<file path="config.mk">
export PLATFORM = sky130hd
export DESIGN_NAME = table_writer
export DESIGN_NICKNAME = d
export VERILOG_FILES = /design/src/rtl/ac_table_pkg.sv /design/src/rtl/ac_table_ram.sv /design/src/rtl/table_writer.sv
export SDC_FILE = /design/constraint.sdc
export NUM_CORES = 1
export LEC_CHECK = 0
export ABC_AREA = 1
export ABC_CLOCK_PERIOD_IN_PS = 4070
export CAP_MARGIN = 5
export CORE_ASPECT_RATIO = 0.8
export CORE_MARGIN = 2
export CORE_UTILIZATION = 50
export CTS_BUF_LIST = sky130_fd_sc_hd__clkbuf_8
export DETAILED_ROUTE_END_ITERATION = 7
export PLACE_DENSITY = 0.66
export REMOVE_ABC_BUFFERS = 1
export SYNTH_ARGS = -nofsm -noshare
export SYNTH_HDL_FRONTEND = slang
export SYNTH_HIERARCHICAL = 1
export SYNTH_SLANG_ARGS = --single-unit
</file>
<file path="constraint.sdc">
create_clock -name CLK -period 4.07 [get_ports CLK]
set_input_delay 0.814 -clock CLK [delete_from_list [all_inputs] [get_ports CLK]]
set_output_delay 0.814 -clock CLK [all_outputs]
set_load 0.005 [all_outputs]
</file>
<file path="src/rtl/ac_table_pkg.sv">
// ac_table_pkg: shared sizes, record/error encodings and loader FSM states for the Aho-Corasick tables
package ac_table_pkg;
  localparam int DEPTH = 32;
  localparam int STATE_W = 8;
  localparam int CHARA_W = 8;
  localparam logic [STATE_W-1:0] INVALID_STATE = 8'hFF;
  localparam logic REC_GOTO = 1'b0;
  localparam logic REC_FAIL = 1'b1;
  localparam logic [1:0] ERR_NONE = 2'd0;
  localparam logic [1:0] ERR_OVF = 2'd1;
  localparam logic [1:0] ERR_FIDX = 2'd2;
  typedef enum logic [1:0] {S_IDLE, S_CLEAR, S_LOAD, S_DONE} state_e;
endpackage

</file>
<file path="src/rtl/ac_table_ram.sv">
// ac_table_ram: simple dual-port RAM, synchronous write, asynchronous read
module ac_table_ram #(
  parameter int W = 8,
  parameter int D = 32,
  parameter int AW = $clog2(D)
) (
  input  logic          clk,
  input  logic          we,
  input  logic [AW-1:0] waddr,
  input  logic [W-1:0]  wdata,
  input  logic [AW-1:0] raddr,
  output logic [W-1:0]  rdata
);
  logic [W-1:0] mem [D];
  always_ff @(posedge clk) if (we) mem[waddr] <= wdata;
  assign rdata = mem[raddr];
endmodule

</file>
<file path="src/rtl/table_writer.sv">
// table_writer: clears and loads the goto/failure tables from a host record stream
module table_writer
  import ac_table_pkg::*;
#(
  parameter int DEPTH = ac_table_pkg::DEPTH,
  parameter int STATE_W = ac_table_pkg::STATE_W,
  parameter int CHARA_W = ac_table_pkg::CHARA_W
) (
  input  logic                         CLK,
  input  logic                         RST,
  input  logic                         START,
  input  logic                         IN_VALID,
  output logic                         IN_READY,
  input  logic                         IN_TYPE,
  input  logic [STATE_W-1:0]           IN_STATE,
  input  logic [CHARA_W-1:0]           IN_CHARA,
  input  logic [STATE_W-1:0]           IN_NEXT,
  input  logic                         IN_LAST,
  output logic [$clog2(DEPTH+1)-1:0]   GOTO_COUNT,
  output logic                         TABLE_VALID,
  output logic                         ERR,
  output logic [1:0]                   ERR_CODE,
  input  logic [$clog2(DEPTH)-1:0]     RD_ADDR,
  output logic [STATE_W-1:0]           RD_CUR,
  output logic [CHARA_W-1:0]           RD_CHARA,
  output logic [STATE_W-1:0]           RD_NEXT,
  input  logic [STATE_W-1:0]           FAIL_ADDR,
  output logic [STATE_W-1:0]           FAIL_STATE
);
  localparam int AW = $clog2(DEPTH);
  localparam int CW = $clog2(DEPTH+1);
  localparam int GW = 2*STATE_W + CHARA_W;
  state_e state_q, state_d;
  logic [AW-1:0] addr_q, addr_d;
  logic [CW-1:0] cnt_q, cnt_d;
  logic err_q, err_d;
  logic [1:0] code_q, code_d;
  logic clearing, xfer, full, fidx_ok, err_new, goto_we, fail_we;
  logic [1:0] err_val;
  logic [AW-1:0] goto_waddr, fail_waddr, fail_raddr;
  logic [GW-1:0] goto_wdata, goto_rdata;
  logic [STATE_W-1:0] fail_wdata, fail_rdata;
  assign IN_READY = state_q == S_LOAD;
  assign TABLE_VALID = state_q == S_DONE;
  assign GOTO_COUNT = cnt_q;
  assign ERR = err_q;
  assign ERR_CODE = code_q;
  assign {RD_CUR, RD_CHARA, RD_NEXT} = goto_rdata;
  assign fail_raddr = AW'(FAIL_ADDR - STATE_W'(1));
  assign FAIL_STATE = (FAIL_ADDR != '0 && FAIL_ADDR <= STATE_W'(DEPTH)) ? fail_rdata : '0;
  // START overrides any coincident transfer, so it gates every write path
  always_comb begin
    clearing = state_q == S_CLEAR && !START;
    xfer = IN_VALID && IN_READY && !START;
    full = cnt_q == CW'(DEPTH);
    fidx_ok = IN_STATE != '0 && IN_STATE <= STATE_W'(DEPTH);
    err_new = xfer && (IN_TYPE == REC_GOTO ? full : !fidx_ok);
    err_val = IN_TYPE == REC_GOTO ? ERR_OVF : ERR_FIDX;
    goto_we = clearing || (xfer && IN_TYPE == REC_GOTO && !full);
    fail_we = clearing || (xfer && IN_TYPE == REC_FAIL && fidx_ok);
    goto_waddr = clearing ? addr_q : cnt_q[AW-1:0];
    goto_wdata = clearing ? {STATE_W'(INVALID_STATE), {(CHARA_W+STATE_W){1'b0}}}
                          : {IN_STATE, IN_CHARA, IN_NEXT};
    fail_waddr = clearing ? addr_q : AW'(IN_STATE - STATE_W'(1));
    fail_wdata = clearing ? '0 : IN_NEXT;
  end
  always_comb begin
    state_d = state_q;
    addr_d = addr_q;
    cnt_d = cnt_q;
    err_d = err_q || err_new;
    code_d = (err_new && !err_q) ? err_val : code_q;
    if (START) begin
      state_d = S_CLEAR;
      addr_d = '0;
      cnt_d = '0;
      err_d = 1'b0;
      code_d = ERR_NONE;
    end else if (state_q == S_CLEAR) begin
      addr_d = addr_q + AW'(1);
      state_d = addr_q == AW'(DEPTH-1) ? S_LOAD : S_CLEAR;
    end else if (xfer) begin
      cnt_d = (IN_TYPE == REC_GOTO && !full) ? cnt_q + CW'(1) : cnt_q;
      state_d = IN_LAST ? S_DONE : S_LOAD;
    end
  end
  always_ff @(posedge CLK or negedge RST) begin
    if (!RST) begin
      state_q <= S_IDLE;
      addr_q <= '0;
      cnt_q <= '0;
      err_q <= 1'b0;
      code_q <= ERR_NONE;
    end else begin
      state_q <= state_d;
      addr_q <= addr_d;
      cnt_q <= cnt_d;
      err_q <= err_d;
      code_q <= code_d;
    end
  end
  ac_table_ram #(.W(GW), .D(DEPTH)) u_goto (
    .clk(CLK), .we(goto_we), .waddr(goto_waddr), .wdata(goto_wdata),
    .raddr(RD_ADDR), .rdata(goto_rdata)
  );
  ac_table_ram #(.W(STATE_W), .D(DEPTH)) u_fail (
    .clk(CLK), .we(fail_we), .waddr(fail_waddr), .wdata(fail_wdata),
    .raddr(fail_raddr), .rdata(fail_rdata)
  );
endmodule

</file>
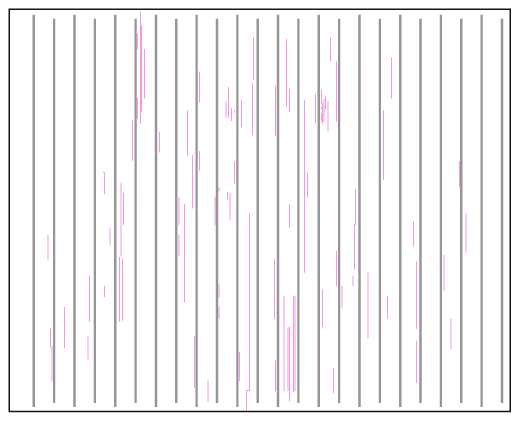
**Above:** signal wires on met4.
Drawn at 1.5 px/um. Supply wires on this layer in gray.
The longest straight run is 118 um. The layer carries 2310 um of wire. The layer holds 2.1% of the routed length.

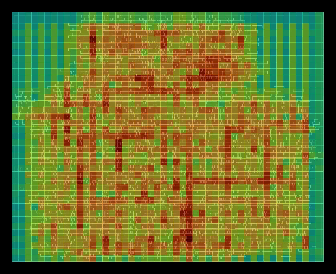
**Above:** congestion heat map.
met3 GRT Util: 0.0572
fraction of met2 tracks used by global routing: 0.340
utilization after layout: 0.573
peak-usage layer in the global routing report: met1

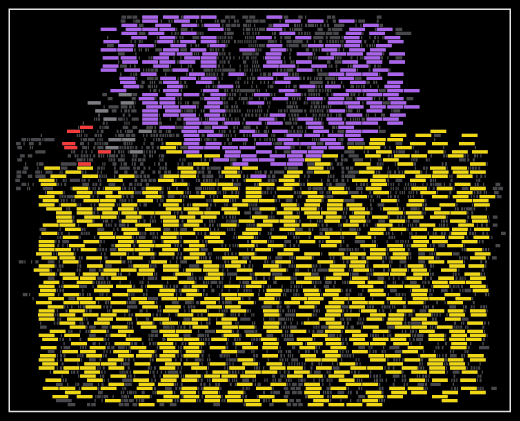
**Above:** sequential cells grouped by signal name.
Drawn at 1.5 px/um.
Red is GOTO_COUNT, flops 6. Yellow is u_goto/mem, flops 768. Purple is u_fail/mem, flops 256, where top middle.

==> impl_metrics.env <==
# source this file to load flow results
export IMPL_cts_inserted_buffers=164
export IMPL_global_route_wire_length_before_repair_um=165000
export IMPL_rel_slew_slack=0.290
export IMPL_postCtsSetupRepairBufs=0
export IMPL_dp_hpwl_um=63000
export IMPL_clock_insertion_delay_worst_skew_ns=0.82
export IMPL_worstPathCellList="clkdlybuf4s50_1 -> clkinv_2 -> ha_1 -> inv_2 -> inv_2 -> buf_12 -> nand3_1 -> nand3_1 -> nand2_1 -> nand2_1 -> nand2_1 -> nand2_1 -> nand2_1 -> inv_1 -> nor2_1 -> clkdlybuf4s50_1"
export IMPL_xor_share_synth=0.00142
export IMPL_ys_warn_count=6
export IMPL_drcViolationCount=0
export IMPL_h_tree_depth=4
export IMPL_timing_fmax_ghz=0.246
export IMPL_final_period_minus_worst_setup_slack_ns=4.07
export IMPL_met3WireLength_um=11800
export IMPL_violated_checks="negative setup slack"
export IMPL_timing_critical_path_arrival_ns=3.26
export IMPL_worstMarginPinSlew_ns=1.06
export IMPL_timing_final_ws_setup_ns=-0.00192
export IMPL_layout_drive_gt1_share=0.105
export IMPL_detailroute_via_count=29111
export IMPL_yosys_aoi_share=0.00355
export IMPL_placed_cell_area_mm2=0.0461
export IMPL_clock_skew_final_ns=0.0377
export IMPL_clk_pin_slew_ns=0.06
export IMPL_post_route_design_area_mm2=0.0491
export IMPL_cts_tree="yes"
export IMPL_core_area_mm2=0.0858
export IMPL_timing_max_transition_violations_final=0
export IMPL_path_buffers=7
export IMPL_critical_path_endpoint="FAIL_STATE[5]"
export IMPL_power_density_mw_per_mm2=450
export IMPL_width_of_the_die_um=333
export IMPL_crit_reg2reg_capture="u_fail/mem[14][1]"
export IMPL_ff_type="edfxtp_1"
export IMPL_number_of_instances_resized_during_post_cts_repair=2
export IMPL_synth_top_cell_by_area="edfxtp_1"
export IMPL_preCtsSetupSlack_ns=-0.00644
export IMPL_synthTopCellsByCount="1504 x nand2_1, 1024 x edfxtp_1, 806 x nand3_1"
export IMPL_most_common_layout_cells="1504 x nand2_1, 1024 x edfxtp_1, 804 x nand3_1"
export IMPL_routed_top_layer="met4"
export IMPL_fin_cells=5231
export IMPL_synthMuxAreaShare=0
export IMPL_detail_route_iter0_violations=3807
export IMPL_vdd_drop_max_mv=0.219
export IMPL_design_die_area_mm2=0.0890
export IMPL_enable_flop_cells=1024
export IMPL_yosysCellCount=3779
export IMPL_yosys_area_share_adder=0.00173
export IMPL_pin_count_of_the_biggest_net_entering_global_routing=97
export IMPL_wirelength_met1_um=50200
export IMPL_synth_cell_type_count=32
export IMPL_cp_num_cells=16
export IMPL_area_growth_pct=13.5
export IMPL_ys_sh_simple=0.233
export IMPL_cp_max_fo=24
export IMPL_synthesis_area_per_instance_um2=11.5
export IMPL_routed_wl_um=111000
export IMPL_clock_root_buffer="clkbuf_8"
export IMPL_cap_viol_max_count=0
export IMPL_synthMostInstantiatedCell="nand2_1"
export IMPL_outcome="complete, but fails checks"
export IMPL_fp_utilization=0.505
export IMPL_site_rows=96
export IMPL_hold_buffers=0
export IMPL_worstHoldPathType="primary input to async pin"
export IMPL_routed_wl_met2_um=46500
export IMPL_synth_async_sr_flop_share=0.0154
export IMPL_global_route_overflow_total=0
export IMPL_timing_final_setup_violations=1
export IMPL_delay_heaviest_family_cp="buffers and inverters"
export IMPL_first_global_vias=26842
export IMPL_drt_pre_antenna_iters=6
export IMPL_critical_path_startpoint="FAIL_ADDR[0]"
export IMPL_critical_path_most_common_cell="nand2_1"
export IMPL_grt_antenna_before_repair=1
export IMPL_cts_max_path_buffers=3
export IMPL_hold_slack_ns=0.473
export IMPL_regToRegSetupSlack_ns=1.19
export IMPL_ff2ff_path_depth=9
where the power goes:
group          switching, mW  internal, mW
Sequential            0.0273          12.0
Clock                   3.99          4.12
Combinational           1.39         0.593
Total                   5.41          16.7
area by class of cell:
class / instances / area [um2] / share of cell area
Sequential cell: 1040 / 31100 / 0.634
Inverter: 77 / 315 / 0.00642
Clock inverter: 114 / 583 / 0.0119
Antenna cell: 2 / 5.00 / 0.000102
Timing Repair Buffer: 257 / 2860 / 0.0583
Tap cell: 1127 / 1410 / 0.0287
Clock buffer: 171 / 2350 / 0.0479
Multi-Input combinational cell: 2443 / 10500 / 0.213
sequential cells by signal, summed over array words and instances (netlist names):
name,flops
addr_q,5
ERR_CODE,2
state_q,2
GOTO_COUNT,6
u_fail/mem,256
u_goto/mem,768
ERR,1
Power figures rest on the tool's default switching activity, not on a simulated workload.
